==> config.mk <==
export PLATFORM = sky130hd
export DESIGN_NAME = ad5681r_dac_spi
export DESIGN_NICKNAME = d
export VERILOG_FILES = /design/src/rtl/ad5681r_dac_spi.sv
export SDC_FILE = /design/constraint.sdc
export NUM_CORES = 1
export LEC_CHECK = 0
export ABC_CLOCK_PERIOD_IN_PS = 2600
export CAP_MARGIN = 40
export CORE_ASPECT_RATIO = 0.8
export CORE_MARGIN = 5
export CORE_UTILIZATION = 42
export DETAILED_ROUTE_END_ITERATION = 8
export GPL_ROUTABILITY_DRIVEN = 0
export PLACE_DENSITY = 0.69
export SLEW_MARGIN = 10
export SYNTH_ARGS = -nofsm -noshare
export SYNTH_HDL_FRONTEND = slang
export SYNTH_SLANG_ARGS = --single-unit
==> constraint.sdc <==
create_clock -name SYS_CLK -period 2.6 [get_ports SYS_CLK]
set_input_delay 0.39 -clock SYS_CLK [delete_from_list [all_inputs] [get_ports SYS_CLK]]
set_output_delay 0.39 -clock SYS_CLK [all_outputs]
set_load 0.005 [all_outputs]
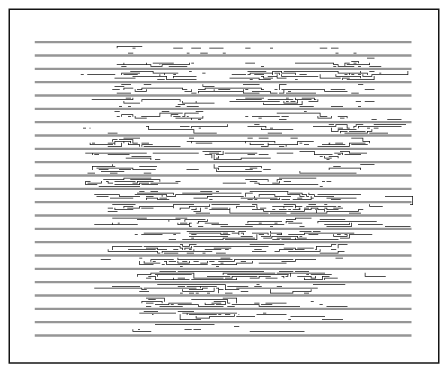
*The metal 1 layer, run 1*
Supply wires on this layer in grey.
longest straight run = 17.9 um
wire length on this layer = 2160 um
GR met1 Demand/Resource: 0.208
Via Count: 1749
total wire length: 4380 um

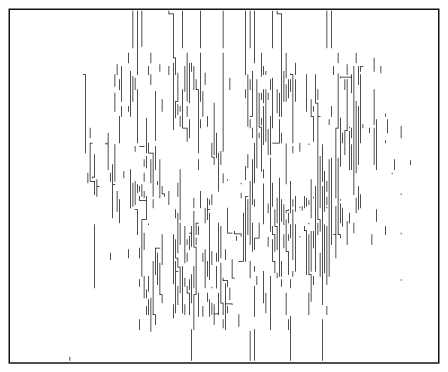
*Metal 2, run 1*
main direction = vertical
longest straight run = 26.2 um
share of all routed wire = 45%
met2 Usage GRT: 0.210

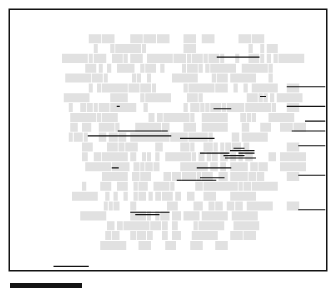
*Signal wires on met3, run 1*
The bar under the picture is 20 um long. Cells faint in the background.
main direction = horizontal
wire length on this layer = 209 um
met3 capacity usage during global routing: 0.0310

==> design notes, run 1 <==
The run gives 0 for the number of hold violations in the final report. Per the TritonCTS log, the buffer count is 5. The cell area that synthesis handed to floorplanning was 0.00201 mm^2.

The stage delay of the slowest cell on the critical path came out at 430 ps. The flow ran to the end, and the final reports show no timing, DRC or antenna violations. The run gives 243 as the cell count listed in synth_stat.txt. The top cell type in the final layout, fill and taps aside, is sky130_fd_sc_hd__dfxtp_1. The cell taking the most area after synthesis is sky130_fd_sc_hd__dfxtp_1. The first TritonRoute pass finished after 4 iterations. The total buffers and inverters traversed by the critical path came out at 1. For this design, the slowest cell found on the critical path is sky130_fd_sc_hd__dfxtp_1. After clock tree synthesis, the repair step resized 0 gates. Once iteration 0 of detailed routing completed, the report listed 89 DRC markers. After synthesis the netlist holds a flip-flop and latch count of 40. The run gives 0.530 as the post-route core utilization. Per the OpenROAD timing report, the critical path contains 8 cells. According to the hold report, the worst path is of the reg2reg type. Yosys attributes the largest share of cell area to sky130_fd_sc_hd__dfxtp_1 (40%), sky130_fd_sc_hd__a311oi_1 (7.9%), sky130_fd_sc_hd__nand2_1 (7.1%). The half-perimeter wire length after placement is 3020 um, and the die height is 71.8 um. The CTS clock-pin slew for the worst setup and hold paths works out to 80 ps. The number of input and output port buffers inserted was 26. The floorplan report gives the top-level pin count as 27.

The gate family responsible for the most delay along the worst path is simple AND/OR/NAND/NOR gates.
run 1: area by class of cell:
class | count | area share
clock inverters | 1 | 0.0123
clock buffers | 7 | 0.0396
multi-input cells | 181 | 0.452
inverters | 6 | 0.00925
well taps | 60 | 0.0308
flip-flops and latches | 40 | 0.329
repair buffers | 31 | 0.127
run 1: cells by family after synthesis:
family	count (synthesis)	synth area share
flip-flops	40	0.399
XOR/XNOR	3	0.0131
AND/OR/NAND/NOR	119	0.292
adder cells (fa/ha/maj)	4	0.0249
AND-OR/OR-AND	54	0.212
buffers and inverters	22	0.0536
multiplexers	1	0.00498
run 1: cells in the mapped netlist (all sizes together) (2+ instances only):
library cell  number
nor2              37
o211ai             3
xor2               2
a311oi            18
inv                6
a22oi              2
a211oi             2
nand3b             3
nor4               2
nor2b              4
dfxtp             40
nand3              8
o21ai              8
clkbuf             8
buf                8
and2               3
nand2b             8
or3                3
or2                4
a21oi             11
and3               2
nand2             38
ha                 4
run 1: through the flow:
stage               hold slack [ps]  total power, mW  setup slack [ps]
finish                          436             1.25               152
global route                    482             1.29              74.3
CTS                             435             1.26               188
detailed placement              422            0.715               211
global placement                426            0.715               281
floorplan                       408            0.683               460
run 1: routing by layer:
layer  vias up  wire (um)  GRT usage
li1        898          -          -
met1       802       2160      0.208
met2        44       1950      0.210
met3         5        208     0.0310
met4         0         53     0.0562
met5         -          0          0
run 1: power by group:
part           switching [mW]  internal [mW]  leakage (nW)
combinational          0.0383         0.0397         0.455
clock                   0.209          0.339        0.0645
sequential            0.00720          0.617         0.323
total                   0.254          0.995         0.842
run 1: worst min-delay path, stage by stage, from the launching register on:
cell and delay [ps]:
sky130_fd_sc_hd__dfxtp_1 320, sky130_fd_sc_hd__inv_1 50, sky130_fd_sc_hd__nor2_1 40
### Selected gate families, run 1

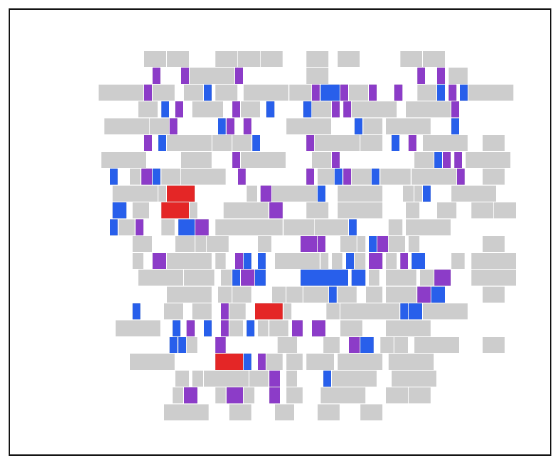

==> inputs of run 2 (changes only) <==
- CORE_UTILIZATION: 42 -> 50
- HOLD_SLACK_MARGIN: default -> 0.15
- PLACE_DENSITY: 0.69 -> 0.79
- RECOVER_POWER: default -> 25
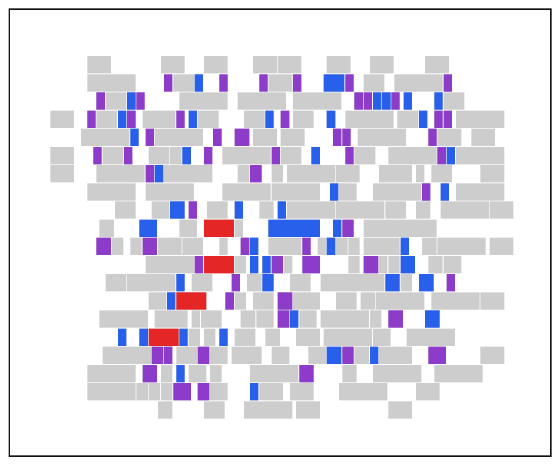
*Selected gate families, run 2*
red -> fa/ha/maj cells  # cells 4
blue -> nor cells  # cells 46
purple -> nand cells  # cells 57
most common library cell in the layout ignoring fill and taps: sky130_fd_sc_hd__dfxtp_1
proportion of cell area occupied by multi-input gates: 0.456

==> run 2 against run 1 <==
  * Final area fell by 0.62%
  * Worst hold slack improved by 8.3 ps
  * Sequential power barely moved
  * Power fell by 3.1%
  * Combinational power rose by 3.2%
  * Global-route usage rose by 2.9 points
  * Sequential share of layout area rose by 0.20 points
  * Critical endpoint unchanged
  * Synthesized area did not move
  * Worst setup slack improved by 100 ps
  * First-iteration DRC count rose by 88%
  * Cell count fell by 1.2%
  * Maximum frequency rose by 4.4%
==> design notes, run 2 <==
The kind of path behind the tightest hold check was reg2reg (unchanged). The share of layout cells above drive strength 1 is 0.0861 (was 0.0827). The logs give 1753 (was 1749) for the via count and 0.067 (was 0.062) for the combinational share of power. The power spent charging and discharging nets came out at 267 uW (was 254 uW). Largest cells by area after synthesis: sky130_fd_sc_hd__dfxtp_1 (40%), sky130_fd_sc_hd__a311oi_1 (7.9%), sky130_fd_sc_hd__nand2_1 (7.1%) (unchanged). The run gives 0.418 (was 0.438) for the share of power burned in the clock network. The run finished with clean final reports. Cell taking the most area after synthesis: sky130_fd_sc_hd__dfxtp_1 (unchanged).

The length of the first detailed-routing pass in iterations came out at 4 (unchanged). The tools report the internal power component as 943 uW (was 995 uW). The CTS clock-pin slew for the worst setup and hold paths is 80 ps (about the same). The post-synthesis register bit count was 40 (unchanged). The switching power share of the total came out at 0.221 (was 0.203). The number of input and output port buffers inserted came out at 26 (unchanged). For the combined area of all synthesized cells, the log shows 0.00201 mm^2 (unchanged). The run gives 0.632 (was 0.530) for the post-route core utilization. The number of hold violations in the final report is 0 (unchanged), and the half-perimeter wire length after placement is 3020 um (about the same).

The logs give 255 ps (was 152 ps) for the post-route worst setup slack and 224 ps (was 211 ps) for the post-place setup slack. The run gives 0.515 (was 0.499) for the part of the power in registers. The count of pins on the block boundary came out at 27 (unchanged). The worst hold slack is 445 ps (was 436 ps), and the total wire length after detailed routing is 4260 um (was 4380 um).

Setup repair after global routing left no endpoint under its margin. The worst reg2reg path depth was 6 (was 8). The cell count listed in synth_stat.txt was 243 (unchanged). The most repeated cell in the gate-level netlist after synthesis was sky130_fd_sc_hd__dfxtp_1 (unchanged).
-- run 2: repair_timing --
item / CTS / global route
endpoints found under the hold margin: 0 / 0
gates resized: 0 / 1
setup endpoints to repair: 0 / 1
-- run 2: power by group through the flow --
stage / combinational, mW / sequential (mW) / clock, mW
after floorplan: 0.0470 / 0.636 / 0
after detailed placement: 0.0780 / 0.637 / 0
after CTS: 0.0788 / 0.623 / 0.517
after global routing: 0.0883 / 0.624 / 0.549
final: 0.0805 / 0.623 / 0.506
after global placement: 0.0781 / 0.637 / 0
-- run 2: cells by family after synthesis --
| kind of cell | after synthesis | synth area share |
|---|---|---|
| AOI/OAI and AO/OA | 54 | 0.212 |
| DFF | 40 | 0.399 |
| and+or+nand+nor | 119 | 0.292 |
| adders and majority gates | 4 | 0.0249 |
| buffers and inverters | 22 | 0.0536 |
| xor gates and xnor gates | 3 | 0.0131 |
| muxes | 1 | 0.00498 |
-- run 2: worst max-delay path, stage by stage, from the launching register on --
cell                       delay (ps)
sky130_fd_sc_hd__dfxtp_1          420
sky130_fd_sc_hd__ha_1             170
sky130_fd_sc_hd__or3b_1           490
sky130_fd_sc_hd__nor4_4           380
sky130_fd_sc_hd__o221ai_1         220
sky130_fd_sc_hd__and2b_4          220
sky130_fd_sc_hd__or3_1            330
-- run 2: layer usage --
layer	part of all wire	wire, um	global-route usage	vias up
li1	-	-	-	906
met1	0.50	2120	0.243	785
met2	0.43	1830	0.248	55
met3	0.060	255	0.0419	7
met4	0.015	63	0.0823	0
met5	0	0	0	-
-- run 2: cell type report --
cell class	count	area, um^2	area share
timing repair buffer	32	314	0.130
clock buffer	5	68.8	0.0284
clock inverter	3	42.5	0.0176
sequential	40	801	0.331
multi-input combinational	181	1100	0.456
inverter	6	22.5	0.00931
tap	55	68.8	0.0284
Power and IR drop assume default switching activity.
